[src/rtl/branch_resolve_unit_pkg.sv]
// ============================================================================
// Module : branch_resolve_unit_pkg
// Brief  : Shared widths, PC increment and prediction record.
// Rev    : 1.0  initial release
// ============================================================================
`default_nettype none

package branch_resolve_unit_pkg;

  localparam int PC_W_DEF  = 32;
  localparam int IDX_W_DEF = 10;
  localparam int CNT_W_DEF = 32;
  localparam int c_pc_inc  = 4;

  typedef struct packed {
    logic                valid;
    logic [PC_W_DEF-1:0] pc;
    logic                pred_taken;
    logic [PC_W_DEF-1:0] pred_target;
  } pred_info_t;

endpackage

`default_nettype wire

[src/rtl/branch_resolve_unit_pred_stage_reg.sv]
// ============================================================================
// Module : pred_stage_reg
// Brief  : Prediction pipeline register with stall hold and flush (flush wins).
// Rev    : 1.0  initial release
// ============================================================================
`default_nettype none

module pred_stage_reg
  import branch_resolve_unit_pkg::*;
#(
  parameter type INFO_T = pred_info_t
) (
  input  logic  clk,
  input  logic  rst,
  input  logic  stall_i,
  input  logic  flush_i,
  input  INFO_T d_i,
  output INFO_T q_o
);

  INFO_T info_d;
  INFO_T info_q;

  always_comb begin
    info_d = stall_i ? info_q : d_i;
    if (flush_i) begin
      info_d.valid = 1'b0;
    end
  end

  always_ff @(posedge clk) begin
    if (rst) begin
      info_q <= '0;
    end else begin
      info_q <= info_d;
    end
  end

  assign q_o = info_q;

endmodule

`default_nettype wire

[src/rtl/branch_resolve_unit.sv]
// ============================================================================
// Module : branch_resolve_unit
// Brief  : Carries fetch predictions to E, resolves them, trains and counts.
// Rev    : 1.0  initial release
// ============================================================================
`default_nettype none

module branch_resolve_unit
  import branch_resolve_unit_pkg::*;
#(
  parameter int PC_W  = PC_W_DEF,
  parameter int IDX_W = IDX_W_DEF,
  parameter int CNT_W = CNT_W_DEF
) (
  input  logic             clk,
  input  logic             rst,
  input  logic             valid_F,
  input  logic [PC_W-1:0]  pc_F,
  input  logic [1:0]       predict_F,
  input  logic [PC_W-1:0]  pred_target_F,
  input  logic             stall_D,
  input  logic             flush_D,
  input  logic             flush_E,
  input  logic             branch_E,
  input  logic             jump_E,
  input  logic             take_E,
  input  logic [PC_W-1:0]  target_E,
  output logic             mispredict_E,
  output logic [PC_W-1:0]  redirect_pc_E,
  output logic             upd_branch,
  output logic             upd_jump,
  output logic             upd_take,
  output logic [IDX_W-1:0] upd_idx,
  output logic [CNT_W-1:0] br_count,
  output logic [CNT_W-1:0] miss_count
);

  typedef struct packed {
    logic            valid;
    logic [PC_W-1:0] pc;
    logic            pred_taken;
    logic [PC_W-1:0] pred_target;
  } info_t;

  info_t           w_info_f;
  info_t           w_info_d;
  info_t           w_info_e;
  logic            w_unused;
  logic [PC_W-1:0] w_pc_plus4;
  logic            w_tgt_diff;
  logic [CNT_W-1:0] br_d, br_q;
  logic [CNT_W-1:0] miss_d, miss_q;

  // Only the direction bit of the 2-bit counter matters downstream.
  assign w_unused = predict_F[0];

  assign w_info_f = '{valid: valid_F, pc: pc_F, pred_taken: predict_F[1],
                      pred_target: pred_target_F};

  pred_stage_reg #(.INFO_T(info_t)) u_stage_d (
    .clk     (clk),
    .rst     (rst),
    .stall_i (stall_D),
    .flush_i (flush_D),
    .d_i     (w_info_f),
    .q_o     (w_info_d)
  );

  pred_stage_reg #(.INFO_T(info_t)) u_stage_e (
    .clk     (clk),
    .rst     (rst),
    .stall_i (stall_D),
    .flush_i (flush_E),
    .d_i     (w_info_d),
    .q_o     (w_info_e)
  );

  assign w_pc_plus4 = w_info_e.pc + PC_W'(c_pc_inc);
  assign w_tgt_diff = (w_info_e.pred_target != target_E);

  always_comb begin
    mispredict_E  = 1'b0;
    redirect_pc_E = '0;
    upd_branch    = 1'b0;
    upd_jump      = 1'b0;
    upd_take      = 1'b0;
    upd_idx       = '0;
    if (w_info_e.valid) begin
      upd_branch = branch_E & ~jump_E;
      upd_jump   = jump_E;
      upd_take   = jump_E | take_E;
      upd_idx    = w_info_e.pc[IDX_W+1:2];
      // Jump takes priority so an illegal branch+jump encoding resolves as a jump.
      if (jump_E) begin
        mispredict_E  = ~w_info_e.pred_taken | w_tgt_diff;
        redirect_pc_E = target_E;
      end else if (branch_E) begin
        mispredict_E  = (take_E != w_info_e.pred_taken) |
                        (take_E & w_info_e.pred_taken & w_tgt_diff);
        redirect_pc_E = take_E ? target_E : w_pc_plus4;
      end else begin
        mispredict_E  = w_info_e.pred_taken;
        redirect_pc_E = w_pc_plus4;
      end
    end
  end

  // Counting is gated by stall so an instruction parked in E is seen once.
  always_comb begin
    br_d   = br_q;
    miss_d = miss_q;
    if (!stall_D) begin
      if ((upd_branch | upd_jump) && !(&br_q)) begin
        br_d = br_q + CNT_W'(1);
      end
      if (mispredict_E && !(&miss_q)) begin
        miss_d = miss_q + CNT_W'(1);
      end
    end
  end

  always_ff @(posedge clk) begin
    if (rst) begin
      br_q   <= '0;
      miss_q <= '0;
    end else begin
      br_q   <= br_d;
      miss_q <= miss_d;
    end
  end

  assign br_count   = br_q;
  assign miss_count = miss_q;

endmodule

`default_nettype wire
[config.mk]
export PLATFORM = sky130hd
export DESIGN_NAME = branch_resolve_unit
export DESIGN_NICKNAME = d
export VERILOG_FILES = /design/src/rtl/branch_resolve_unit_pkg.sv /design/src/rtl/branch_resolve_unit_pred_stage_reg.sv /design/src/rtl/branch_resolve_unit.sv
export SDC_FILE = /design/constraint.sdc
export NUM_CORES = 1
export LEC_CHECK = 0
export ABC_CLOCK_PERIOD_IN_PS = 3800
export CAP_MARGIN = 0
export CORE_MARGIN = 2
export CORE_UTILIZATION = 25
export CTS_CLUSTER_SIZE = 28
export DETAILED_ROUTE_END_ITERATION = 16
export GPL_TIMING_DRIVEN = 0
export PLACE_DENSITY_LB_ADDON = 0.3
export SLEW_MARGIN = 20
export SYNTH_ARGS = -nofsm -noshare
export SYNTH_HDL_FRONTEND = slang
export SYNTH_SLANG_ARGS = --single-unit
[constraint.sdc]
create_clock -name clk -period 3.8 [get_ports clk]
set_clock_uncertainty 0.2 [all_clocks]
set_input_delay 0.95 -clock clk [delete_from_list [all_inputs] [get_ports clk]]
set_output_delay 0.95 -clock clk [all_outputs]
set_load 0.02 [all_outputs]
Fig. 1: where the registers sit
Drawn at 2 px/µm.
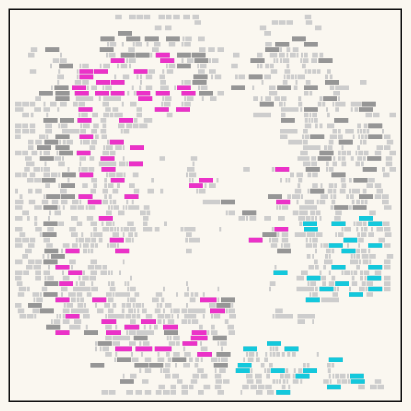
Cyan marks `br_count`, sequential cells 32. Magenta marks `u_stage_e.q_o`, sequential cells 66.

Fig. 2: gate families picked out
Drawn at 2 px/µm.
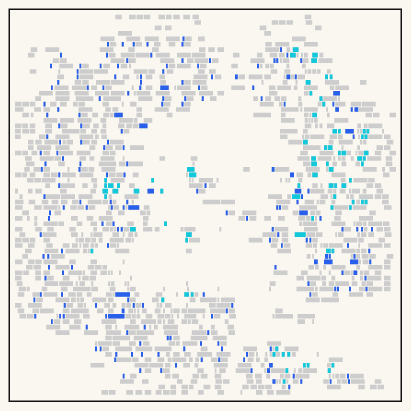
Cyan marks aoi and oai cells, cells 77, most used a21oi_1, where all over the die. Blue marks nor cells, cells 211, most used nor2_1, where all over the die.
Finished Layout Cells: 1733
highest-count logic cell in the final layout: nor2_1
Comb/total area: 40.2%

==> reports/qor.yml <==
crit_arrival_ps: 2590
relSlewSlack_pct: 39.6
core-area_um2: 36300
synthesis.nets: 1121
first_pass_iters: 4
yosysWarnings: 0
clockNetworkAreaShare_pct: 4.48
cts_tree: "built"
worst_setup_path_start_kind: "primary input"
clkTransAtPathRegs_ps: 70
drcViolationCount: 0
rr_worst_depth: 11
p_sw_mw: 1.20
topCellsByArea: "dfxtp_1, mux2i_1, nor2_1"
switching_share_pct: 27.3
power.density_nw_per_um2: 347
slowest_stage: "clkdlybuf4s50_1"
rsz0062_at_grt: "no"
setup_tns_ps: 0
clock_buffers: 17
met3_usage_pct: 3.20
grt_pass1_wl_um: 47100
r2r-end: "miss_count[1]"
aoi_share_pct: 8.04
route.met3.wl_um: 1450
drive_gt1_share_pct: 11.2
worst_slack_ps: 61.8
num_vias: 8153
ys_cells: 1010
cts_buffers: 17
cts_buffer_depth: 2
powerSeq_mw: 2.17
htree_levels: 4
warnings: 28
synthMuxAreaShare_pct: 15.1
synth_cell_type_count: 55
status: "complete, no violations"
edf_count: 0
first_global_vias: 7784
grt_busiest_layer: "met2"
root_buffer: "clkbuf_16"
place_ws_ps: -1190
globalRoute.totalOverflow: 0
path_max_fanout: 2
cts_hold_buf: 0
dr_wl_met2_um: 14400
hold_path_end: "u_stage_e.q_o[42]"
synthFlopType: "dfxtp_1"
finalWirelength_um: 31100
path_buffers: 2
critical_path.top_delay_family: "buffers and inverters"
p_leak_nw: 5.15
met1_length_um: 14700
path_class: "primary input to output pin"
p_int_mw: 3.20
whs_ps: 298
total_power_mw: 4.40
peakVddDrop_mv: 0.316
slew_violations: 0
drv_cap: 0
num_tap_cells: 468
adder_share_pct: 0.547
post_cts.repair.setup_buffers: 6
num_antenna_cells: 1
period_minus_slack_ps: 3740
logic_gate_count: 743
grt_use_met1_pct: 21.8
grtUsageTotal_pct: 16.3
cp.required_ps: 2650
num-nonclk-inverters: 12
dieArea_um2: 38100
grt_max_degree: 20
hpwl_um: 24100
pwr-share-clk_pct: 40.9
fp_util_pct: 25.2
nonClkBufAreaFrac_pct: 19.2
cts_resized: 172
top_area_share_pct: 42.9
largest_class: "combinational gates"
n_all_buffers: 281
r2r_start: "miss_count[0]"
synthTopLogicFamily: "simple AND/OR/NAND/NOR gates"
worst_slew_pin_slew_ps: 898
wl_per_cell_um: 18.0
layout.nets: 1362
seq_cell_count: 196
p_comb_share_pct: 9.8
pg_comb_mw: 0.432
min_from: "u_stage_d.q_o[42]"
avgSynthCellArea_um2: 9.06
fp-row-count: 70
reg2reg_slack_ps: 630
die_w_um: 195
gp_congestion: 0.806
top_cells_by_count: "dfxtp_1, nor2_1, mux2i_1, nand2_1"
slowest_delay_ps: 560
hold_violations: 0
antenna_found_initial: 3
most-common-layout-cells: "nor2_1, dfxtp_1, clkdlybuf4s50_1"
die_h_um: 195
crit_end: "mispredict_E"
synth-seq-cells: 196
flop_area_um2: 3950
postSynthSeqShare_pct: 42.9
finalSetupViolCount: 0
syn_area_um2: 9150
fin_crit_sh_pct: 98.4
seqAreaFraction_pct: 31.1
fmax_ghz: 0.268
ant_nets: 0
synthArstFlopShare_pct: 0
ys_sh_xor_pct: 8.43
netlist_instances: 1010
most_common_cell: "dfxtp_1"
placed_cell_area_um2: 11900
worstSetupEndpointType: "output pin"
cp-startpoint: "target_E[14]"
Fig. 3: clock nets
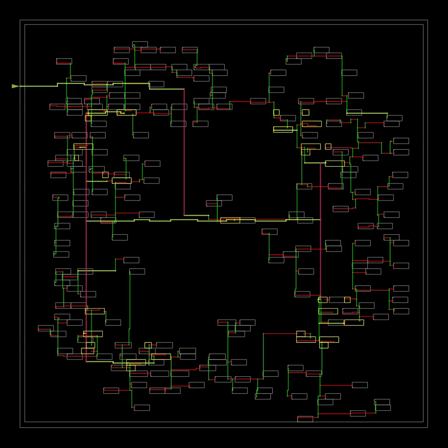
P_clk: 1.80 mW
Insertion Delay late pin: 460 ps
clk sinks: 196

Fig. 4: wires at chosen ports, followed through buffers
Drawn at 2 px/µm.
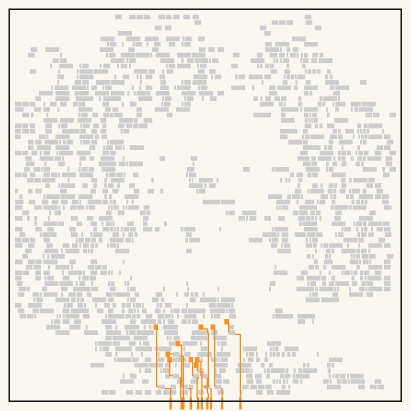
Orange marks `upd_idx`, bits 10, direction output, edge south, end cells 10, buffers 10, wire 287 µm.
io pins: 217
port bufs: 212

Power and IR drop assume default switching activity.
